### src/rtl/uart_alu_ctrl.sv
// uart_alu_ctrl: sequences UART RX bytes (A, B, opcode) into the ALU and
// hands the ALU result to the UART TX with a start/done handshake.
// Optional build macro UART_CTRL_TIMEOUT_EN adds an inter-byte timeout in
// WAIT_B / WAIT_OP; without it the controller waits indefinitely.
//
// state      | meaning
// -----------+---------------------------------------------------------
// WAIT_A     | idle, waiting for operand A
// WAIT_B     | A captured, waiting for operand B
// WAIT_OP    | A and B captured, waiting for opcode
// EXEC       | drive A/B/op to the ALU as one coherent triplet
// SEND       | capture ALU result, request transmission
// WAIT_TX    | waiting for transmitter to finish
module uart_alu_ctrl #(
  parameter int N_DATA         = 8,
  parameter int NB_OP          = 6,
  parameter int TIMEOUT_CYCLES = 1000000
) (
  input  logic              i_clk,
  input  logic              i_rst,
  input  logic [N_DATA-1:0] i_rx_data,
  input  logic              i_rx_valid,
  input  logic              i_rx_err,
  input  logic [N_DATA-1:0] i_alu_result,
  input  logic              i_tx_done,
  output logic [N_DATA-1:0] o_data_a,
  output logic [N_DATA-1:0] o_data_b,
  output logic [NB_OP-1:0]  o_op,
  output logic [N_DATA-1:0] o_tx_data,
  output logic              o_tx_start,
  output logic              o_drop,
  output logic              o_busy
);

  typedef enum logic [2:0] {
    WAIT_A  = 3'd0,
    WAIT_B  = 3'd1,
    WAIT_OP = 3'd2,
    EXEC    = 3'd3,
    SEND    = 3'd4,
    WAIT_TX = 3'd5
  } state_t;

  state_t r_state;
  state_t w_state_next;

  logic [N_DATA-1:0] r_reg_a;
  logic [N_DATA-1:0] r_reg_b;
  logic [NB_OP-1:0]  r_reg_op;
  logic [N_DATA-1:0] r_data_a;
  logic [N_DATA-1:0] r_data_b;
  logic [NB_OP-1:0]  r_op;
  logic [N_DATA-1:0] r_tx_data;
  logic              r_tx_start;
  logic              r_drop;

  logic w_good;
  logic w_legal;
  logic w_timeout;
  logic w_drop;
  logic w_load_a;
  logic w_load_b;
  logic w_load_op;
  logic w_exec;
  logic w_send;

  // Whole byte is compared so that any bit above the opcode field makes it illegal.
  function automatic logic f_legal_op(input logic [N_DATA-1:0] b);
    logic ok;
    case (b)
      N_DATA'(8'h20), N_DATA'(8'h22), N_DATA'(8'h24), N_DATA'(8'h25),
      N_DATA'(8'h26), N_DATA'(8'h27), N_DATA'(8'h03), N_DATA'(8'h02): ok = 1'b1;
      default: ok = 1'b0;
    endcase
    return ok;
  endfunction

  assign w_good  = i_rx_valid & ~i_rx_err;
  assign w_legal = f_legal_op(i_rx_data);

`ifdef UART_CTRL_TIMEOUT_EN
  localparam int CNT_W = (TIMEOUT_CYCLES > 1) ? $clog2(TIMEOUT_CYCLES) : 1;

  logic [CNT_W-1:0] r_tmo_cnt;
  logic             w_in_wait;

  assign w_in_wait = (r_state == WAIT_B) || (r_state == WAIT_OP);
  assign w_timeout = w_in_wait && (r_tmo_cnt == '0);

  // Down-counter reloaded on any byte or state change; terminal count zero means timeout.
  always_ff @(posedge i_clk) begin
    if (i_rst) begin
      r_tmo_cnt <= '0;
    end else if ((w_state_next != r_state) || i_rx_valid) begin
      r_tmo_cnt <= CNT_W'(TIMEOUT_CYCLES - 1);
    end else if (w_in_wait && (r_tmo_cnt != '0)) begin
      r_tmo_cnt <= r_tmo_cnt - 1'b1;
    end
  end
`else
  logic w_unused_timeout;

  assign w_unused_timeout = (TIMEOUT_CYCLES > 0);
  assign w_timeout        = 1'b0;
`endif

  // State register.
  always_ff @(posedge i_clk) begin
    if (i_rst) begin
      r_state <= WAIT_A;
    end else begin
      r_state <= w_state_next;
    end
  end

  // Next-state and per-cycle strobes; a byte arriving while busy is always dropped.
  always_comb begin
    w_state_next = r_state;
    w_drop       = 1'b0;
    w_load_a     = 1'b0;
    w_load_b     = 1'b0;
    w_load_op    = 1'b0;
    w_exec       = 1'b0;
    w_send       = 1'b0;
    case (r_state)
      WAIT_A: begin
        if (w_good) begin
          w_load_a     = 1'b1;
          w_state_next = WAIT_B;
        end else if (i_rx_valid) begin
          w_drop = 1'b1;
        end
      end
      WAIT_B: begin
        if (w_good) begin
          w_load_b     = 1'b1;
          w_state_next = WAIT_OP;
        end else if (i_rx_valid || w_timeout) begin
          w_drop       = 1'b1;
          w_state_next = WAIT_A;
        end
      end
      WAIT_OP: begin
        if (w_good && w_legal) begin
          w_load_op    = 1'b1;
          w_state_next = EXEC;
        end else if (i_rx_valid || w_timeout) begin
          w_drop       = 1'b1;
          w_state_next = WAIT_A;
        end
      end
      EXEC: begin
        w_exec       = 1'b1;
        w_drop       = i_rx_valid;
        w_state_next = SEND;
      end
      SEND: begin
        w_send       = 1'b1;
        w_drop       = i_rx_valid;
        w_state_next = WAIT_TX;
      end
      WAIT_TX: begin
        w_drop = i_rx_valid;
        if (i_tx_done) begin
          w_state_next = WAIT_A;
        end
      end
      default: begin
        w_state_next = WAIT_A;
      end
    endcase
  end

  // Holding registers, ALU-facing triplet, TX byte and one-cycle pulses.
  always_ff @(posedge i_clk) begin
    if (i_rst) begin
      r_reg_a    <= '0;
      r_reg_b    <= '0;
      r_reg_op   <= '0;
      r_data_a   <= '0;
      r_data_b   <= '0;
      r_op       <= '0;
      r_tx_data  <= '0;
      r_tx_start <= 1'b0;
      r_drop     <= 1'b0;
    end else begin
      if (w_load_a)  r_reg_a  <= i_rx_data;
      if (w_load_b)  r_reg_b  <= i_rx_data;
      if (w_load_op) r_reg_op <= i_rx_data[NB_OP-1:0];
      if (w_exec) begin
        r_data_a <= r_reg_a;
        r_data_b <= r_reg_b;
        r_op     <= r_reg_op;
      end
      if (w_send) r_tx_data <= i_alu_result;
      r_tx_start <= w_send;
      r_drop     <= w_drop;
    end
  end

  assign o_data_a   = r_data_a;
  assign o_data_b   = r_data_b;
  assign o_op       = r_op;
  assign o_tx_data  = r_tx_data;
  assign o_tx_start = r_tx_start;
  assign o_drop     = r_drop;
  assign o_busy     = (r_state == EXEC) || (r_state == SEND) || (r_state == WAIT_TX);

endmodule
### config.mk
export PLATFORM = sky130hd
export DESIGN_NAME = uart_alu_ctrl
export DESIGN_NICKNAME = d
export VERILOG_FILES = /design/src/rtl/uart_alu_ctrl.sv
export SDC_FILE = /design/constraint.sdc
export NUM_CORES = 1
export LEC_CHECK = 0
export CAP_MARGIN = 40
export CELL_PAD_IN_SITES_DETAIL_PLACEMENT = 1
export CELL_PAD_IN_SITES_GLOBAL_PLACEMENT = 1
export CORE_MARGIN = 1
export CORE_UTILIZATION = 36
export DETAILED_ROUTE_END_ITERATION = 8
export PLACE_DENSITY = 0.75
export RECOVER_POWER = 50
export SETUP_SLACK_MARGIN = 0.05
export SYNTH_ARGS = -nofsm -noshare
export SYNTH_HDL_FRONTEND = slang
export SYNTH_SLANG_ARGS = --single-unit
### constraint.sdc
create_clock -name i_clk -period 1.85 [get_ports i_clk]
set_input_delay 0.555 -clock i_clk [delete_from_list [all_inputs] [get_ports i_clk]]
set_output_delay 0.555 -clock i_clk [all_outputs]
set_load 0.02 [all_outputs]
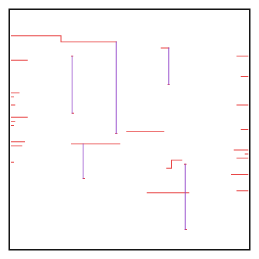
layers.png
(3 px per um) Two of the layers only.
| layer | colour | wire length |
|---|---|---|
| M3 | red | 146 um |
| M4 | purple | 95.2 um |

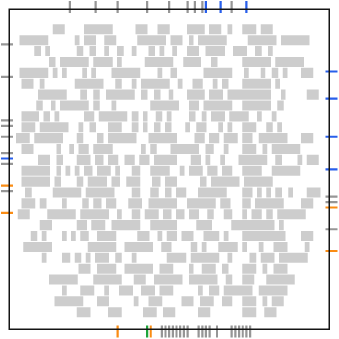
pinout.png
(4 px per um) Pins as bars across the die edge, other pins in grey.
| port | colour | pins | direction | edge |
|---|---|---|---|---|
| i_rx_valid | green | 1 | input | south |
| o_op | orange | 6 | output | 2 west, 2 south, 2 east |
| o_data_b | blue | 8 | output | 4 east, 3 north, 1 west |

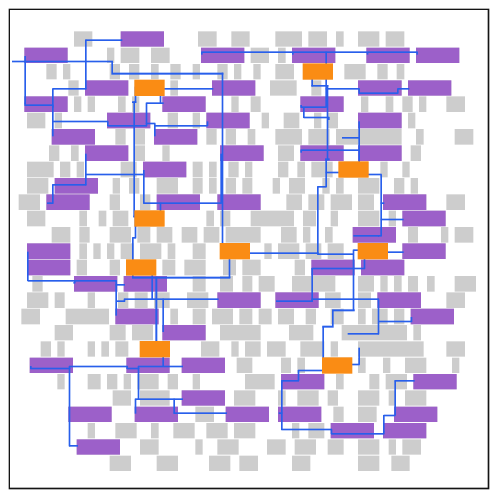
clock_wires.png
(6 px per um)
[clock-net drivers] orange | count: 9
[clock wires] blue | length: 718 um
[flip-flops] purple | count: 57
flops lie: widely spread
routed clock nets: 10

==> job_summary.md <==
### Flow metrics

| Metric | Value |
|---|---|
| Hold path depth | `2` |
| H-tree Lvls | `3` |
| Reg-to-Reg Start | `r_state[1]` |
| Layout Skew | `0.006025 ns` |
| Mapped Area | `0.002170 mm2` |
| Seq. pwr | `1.25 mW` |
| First-pass GRT wire length | `9.846 mm` |
| Invs w/o clock | `1` |
| Synth flops | `57` |
| Core Region | `0.005642 mm2` |
| Layout non-clock buf frac | `21.90%` |
| Count of final setup violators | `0` |
| Hold Slack | `0.4518 ns` |
| Crit path launch type | `primary input` |
| WS Path Type | `in -> reg` |
| Tcrit/Tclk final | `91.60%` |
| CTS tree | `done` |
| Starting DRT DRC Count | `62` |
| Slew Viols, Final | `0` |
| Total global-route track usage | `21.23%` |
| Nets@finish | `337` |
| Via density | `4.972` |
| Status | `complete, no violations` |
| Worst-path clk slew | `0.06 ns` |
| Sequential share of power | `43.9%` |
| MaxCap Viol Count | `0` |
| DRT antenna net count | `0` |
| Largest net degree at the start of global routing | `33` |
| Inserted Diodes | `0` |
| Comb power frac | `6.7%` |
| Async SR Flop Fraction | `0%` |
| Clk network pwr share | `49.4%` |
| Highest metal used | `met4` |
| Static leakage | `1.358 nW` |
| Comb gates | `169` |
| Die Size | `0.006341 mm2` |
| CTS Sinks | `57` |
-- repair_timing --
item                                    CTS  global route
endpoints found under the setup margin   39             8
gates resized                            34             8
setup buffers                             0             0
endpoints found under the hold margin     0             0
pin swaps                                 1             0
-- registers in the layout, summed over array words and instances, names as in the netlist --
| register | flops |
|---|---|
| o_drop | 1 |
| o_tx_data | 8 |
| o_data_b | 8 |
| o_data_a | 8 |
| r_reg_b | 8 |
| r_reg_a | 8 |
| r_state | 3 |
| r_reg_op | 6 |
| o_tx_start | 1 |
| o_op | 6 |
-- critical path: cells and delay by family --
kind,cells,cell delay (ns)
simple gates,2,0.22
buf+inv,2,0.59
compound gates,2,0.55
-- layer usage --
layer,up-vias,GRT usage (%)
met4,0,10.55
li1,956,-
met1,953,25.14
met5,-,0
met3,10,3.771
met2,35,36.58
Power and IR drop assume default switching activity.
